## src/rtl/serial_spi_flash_reader.sv

```systemverilog
// SPI flash read controller (mode 0, MSB first, two clk cycles per bit).
// After reset it wakes the flash (0xAB), waits WAKE_CYCLES with cs high, then
// reads the JEDEC ID (0x9F) and compares it against EXPECTED_ID. On a match
// it serves fast-read requests (0x0B + 24-bit address + dummy byte) and
// streams the returned bytes over a valid/ready interface.
//
// Ports:
//   clk, rst                          system clock, async active-high reset
//   req_valid/req_addr/req_len/req_ready
//                                     read request (len 0 means 256 bytes)
//   data_out/data_valid/data_ready    received byte stream
//   init_done, init_error             init passed / ID mismatch (sticky)
//   cs, sclk, si, so                  SPI bus (cs active-low)
module serial_spi_flash_reader #(
  parameter int unsigned WAKE_CYCLES = 30,
  parameter int unsigned CS_GAP      = 2,
  parameter logic [23:0] EXPECTED_ID = 24'h010000
) (
  input  logic        clk,
  input  logic        rst,
  input  logic        req_valid,
  input  logic [23:0] req_addr,
  input  logic [8:0]  req_len,
  output logic        req_ready,
  output logic [7:0]  data_out,
  output logic        data_valid,
  input  logic        data_ready,
  output logic        init_done,
  output logic        init_error,
  output logic        cs,
  output logic        sclk,
  output logic        si,
  input  logic        so
);

  localparam int unsigned CntMax = (WAKE_CYCLES > CS_GAP) ? WAKE_CYCLES : CS_GAP;
  localparam int unsigned CntW   = $clog2(CntMax + 1) + 1;
  localparam logic [CntW-1:0] CntSat  = CntW'(CntMax);
  localparam logic [CntW-1:0] WakeCnt = CntW'(WAKE_CYCLES);
  localparam logic [CntW-1:0] GapCnt  = CntW'(CS_GAP);

  typedef enum logic [3:0] {
    StWakeCmd, StWakeWait, StIdCmd, StIdRecv, StReady,
    StRdCmd, StRdAddr, StRdDummy, StRdData, StGap, StError
  } state_e;

  // Bit engine: Setup is the cs-low cycle before the first phase L,
  // Hold is the cs-low cycle after the final phase H.
  typedef enum logic [2:0] {EngIdle, EngSetup, EngLow, EngHigh, EngHold} eng_e;

  state_e          state_q;
  eng_e            eng_q;
  logic [2:0]      bit_cnt;
  logic [8:0]      byte_cnt;
  logic [7:0]      tx_sr;
  logic [6:0]      rx_sr;
  logic [23:0]     id_q;
  logic [23:0]     addr_q;
  logic [8:0]      len_q;
  logic [CntW-1:0] cs_high_cnt;

  logic [7:0] rx_byte;
  logic [7:0] start_cmd;
  logic       is_cmd_state;
  logic       stall;
  logic [8:0] len_eff;

  assign rx_byte      = {rx_sr, so};
  assign is_cmd_state = (state_q == StWakeCmd) || (state_q == StIdCmd) || (state_q == StRdCmd);
  // Hold off bit 7 of the next data byte until the previous byte is taken.
  assign stall        = (state_q == StRdData) && (bit_cnt == 3'd7) && data_valid && !data_ready;
  assign len_eff      = (req_len == 9'd0) ? 9'd256 : req_len;

  always_comb begin
    start_cmd = 8'h00;
    case (state_q)
      StWakeCmd: start_cmd = 8'hAB;
      StIdCmd:   start_cmd = 8'h9F;
      StRdCmd:   start_cmd = 8'h0B;
      default:   start_cmd = 8'h00;
    endcase
  end

  always_ff @(posedge clk or posedge rst) begin
    if (rst) begin
      state_q     <= StWakeCmd;
      eng_q       <= EngIdle;
      bit_cnt     <= 3'd7;
      byte_cnt    <= 9'd0;
      tx_sr       <= 8'h00;
      rx_sr       <= 7'h00;
      id_q        <= 24'h0;
      addr_q      <= 24'h0;
      len_q       <= 9'd0;
      cs_high_cnt <= '0;
      cs          <= 1'b1;
      sclk        <= 1'b0;
      si          <= 1'b0;
      req_ready   <= 1'b0;
      data_out    <= 8'h00;
      data_valid  <= 1'b0;
      init_done   <= 1'b0;
      init_error  <= 1'b0;
    end else begin
      if (cs) begin
        if (cs_high_cnt != CntSat) cs_high_cnt <= cs_high_cnt + CntW'(1);
      end else begin
        cs_high_cnt <= '0;
      end

      if (data_valid && data_ready) data_valid <= 1'b0;

      unique case (eng_q)
        EngIdle: begin
          // Nonzero count also delays the first cs fall after reset by one edge.
          if (is_cmd_state && cs_high_cnt != '0) begin
            cs      <= 1'b0;
            tx_sr   <= start_cmd;
            si      <= start_cmd[7];
            bit_cnt <= 3'd7;
            eng_q   <= EngSetup;
          end
        end
        EngSetup: eng_q <= EngLow;
        EngLow: begin
          if (!stall) begin
            sclk  <= 1'b1;
            rx_sr <= rx_byte[6:0];
            eng_q <= EngHigh;
            if (bit_cnt == 3'd0) begin
              if (state_q == StIdRecv) id_q <= {id_q[15:0], rx_byte};
              if (state_q == StRdData) begin
                data_out   <= rx_byte;
                data_valid <= 1'b1;
              end
            end
          end
        end
        EngHigh: begin
          sclk <= 1'b0;
          if (bit_cnt != 3'd0) begin
            bit_cnt <= bit_cnt - 3'd1;
            si      <= tx_sr[bit_cnt - 3'd1];
            eng_q   <= EngLow;
          end else begin
            // Byte boundary: pick the next byte or close the command.
            bit_cnt <= 3'd7;
            si      <= 1'b0;
            eng_q   <= EngLow;
            case (state_q)
              StWakeCmd: eng_q <= EngHold;
              StIdCmd: begin
                state_q  <= StIdRecv;
                tx_sr    <= 8'h00;
                byte_cnt <= 9'd2;
              end
              StIdRecv: begin
                if (byte_cnt == 9'd0) eng_q <= EngHold;
                else byte_cnt <= byte_cnt - 9'd1;
              end
              StRdCmd: begin
                state_q  <= StRdAddr;
                tx_sr    <= addr_q[23:16];
                si       <= addr_q[23];
                addr_q   <= {addr_q[15:0], 8'h00};
                byte_cnt <= 9'd2;
              end
              StRdAddr: begin
                if (byte_cnt == 9'd0) begin
                  state_q <= StRdDummy;
                  tx_sr   <= 8'h00;
                end else begin
                  tx_sr    <= addr_q[23:16];
                  si       <= addr_q[23];
                  addr_q   <= {addr_q[15:0], 8'h00};
                  byte_cnt <= byte_cnt - 9'd1;
                end
              end
              StRdDummy: begin
                state_q  <= StRdData;
                byte_cnt <= len_q;
              end
              StRdData: begin
                if (byte_cnt == 9'd1) eng_q <= EngHold;
                else byte_cnt <= byte_cnt - 9'd1;
              end
              default: eng_q <= EngHold;
            endcase
          end
        end
        EngHold: begin
          cs    <= 1'b1;
          eng_q <= EngIdle;
          case (state_q)
            StWakeCmd: state_q <= StWakeWait;
            StIdRecv: begin
              if (id_q == EXPECTED_ID) begin
                state_q   <= StReady;
                init_done <= 1'b1;
              end else begin
                state_q    <= StError;
                init_error <= 1'b1;
              end
            end
            default: state_q <= StGap;
          endcase
        end
        default: eng_q <= EngIdle;
      endcase

      // States that only wait with cs high.
      case (state_q)
        StWakeWait: if (cs_high_cnt >= WakeCnt) state_q <= StIdCmd;
        StGap:      if (cs_high_cnt >= GapCnt) state_q <= StReady;
        StReady: begin
          if (req_ready && req_valid) begin
            req_ready <= 1'b0;
            addr_q    <= req_addr;
            len_q     <= len_eff;
            state_q   <= StRdCmd;
          end else begin
            // Wait for the last byte of the previous read to be consumed.
            req_ready <= (cs_high_cnt >= GapCnt) && !(data_valid && !data_ready);
          end
        end
        default: ;
      endcase
    end
  end

endmodule

```

## config.mk

```make
export PLATFORM = sky130hd
export DESIGN_NAME = serial_spi_flash_reader
export DESIGN_NICKNAME = d
export VERILOG_FILES = /design/src/rtl/serial_spi_flash_reader.sv
export SDC_FILE = /design/constraint.sdc
export NUM_CORES = 1
export LEC_CHECK = 0
export ABC_AREA = 1
export ABC_CLOCK_PERIOD_IN_PS = 7400
export CORE_MARGIN = 5
export CORE_UTILIZATION = 32
export CTS_CLUSTER_DIAMETER = 60
export DETAILED_ROUTE_END_ITERATION = 8
export RECOVER_POWER = 25
export SETUP_SLACK_MARGIN = 0.5
export SLEW_MARGIN = 20
export SYNTH_ARGS = -nofsm -noshare
export SYNTH_HDL_FRONTEND = slang
export SYNTH_SLANG_ARGS = --single-unit
```

## constraint.sdc

```tcl
create_clock -name clk -period 7.4 [get_ports clk]
set_input_delay 0.74 -clock clk [delete_from_list [all_inputs] [get_ports clk]]
set_output_delay 0.74 -clock clk [all_outputs]
set_load 0.01 [all_outputs]
```

==> summary.txt <==
Latest figures from synthesis and place and route.

The tally of yosys warning messages is 0. The violation tally recorded at the end of detailed-routing iteration 0 is 262. The post-synthesis share of cell area spent on and-or and or-and gates is 8.34%. The placement row count is 49.

The net count of the finished layout is 851. Post-CTS repair ended up resizing 0 cells. The area share of buffers outside the clock network is 7.85%. The relative max-transition margin is -65.7%.

The power in combinational cells is 890 uW. The share of the core area taken by cells at floorplan is 32.4%. In this run the mean area of a mapped cell was 7.66 um^2.

The final count of pins violating max slew is 57. Including well taps, the total number of placed cells is 1022. In this run the maximum-capacitance check reported violations numbering 1. In the setup report, the worst path falls into the class in2async.

The slack of the worst reg-to-reg path is 5.13 ns. The final reports fail on max-capacitance violations, max-slew violations. The non-clock inverters instantiated in the layout total 96. Summing the areas of all xor and xnor instances in the mapped netlist gives 1.06% of the synthesized area. The switching share of total power is 41.1%. The run finished, with violations left. The wire length on met1 is 6750 um.

In the layout the commonest cells are nand2_1 (218), dfrtp_1 (108), inv_1 (88). The power group with the largest share is sequential cells. The highest layer used for signal routing is met4. The wire-length estimate of the detail-placed layout is 9440 um. At the worst endpoint, the required time is 7.82 ns. The pin count of the biggest net entering global routing is 59. Per STA, the worst path accumulates the most delay in the family buffers and inverters. The synthesized net count is 805. Walking the critical path from launch to capture passes 3 cell instances. The most frequent standard cell in the layout excluding fill and tap cells is nand2_1. The worst setup path is captured at an async pin. The largest registers in the layout are addr_q: 24 flops, id_q: 24 flops.
Fig. 1: register map, names as in the netlist
(2 px per um) Other sequential cells in the stronger grey, the rest of the logic in the fainter grey.
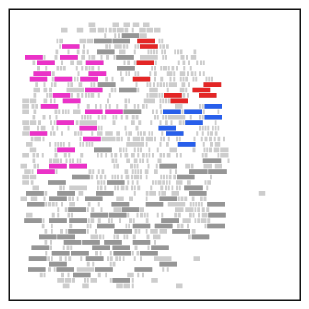
- red: byte_cnt (sequential cells 9; where north)
- magenta: addr_q (sequential cells 24)
- blue: tx_sr (sequential cells 8)
- not coloured: 71

Fig. 2: cell sizes after repair
(3 px per um)
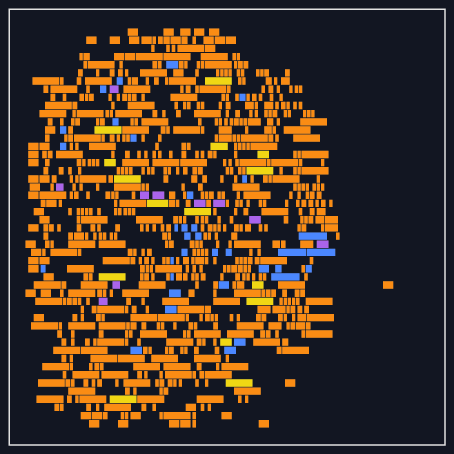
- blue: drive 2 (cells 34)
- yellow: drive 6 and up (cells 15)
- purple: drive 3 to 4 (cells 10)
- orange: drive 1 or less (cells 750)
fin area: 0.00682 mm^2
area added between synthesis and finish: 17.4%
smallest setup slack after layout: 4.29 ns
Buffers, non-clock: 54

Fig. 3: zoomed window
Window x 60 to 85, y 60 to 85 um. Cells in grey, sequential cells in the stronger grey; small squares are vias.
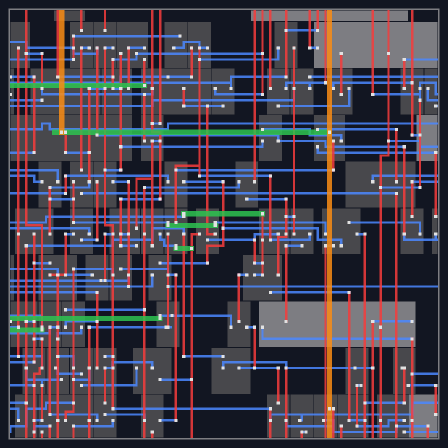
- orange: met4
- green: met3
- blue: met1
- red: met2
- sequential cells in the window: 2
- netlist names of flops here include: eng_q (1), tx_sr (1)
- cells with their middle in the window: 65
- most frequent: nand2_1 (24), nor2_1 (11), inv_1 (8)

No activity file was given, so power comes from the tool's default toggle rates.
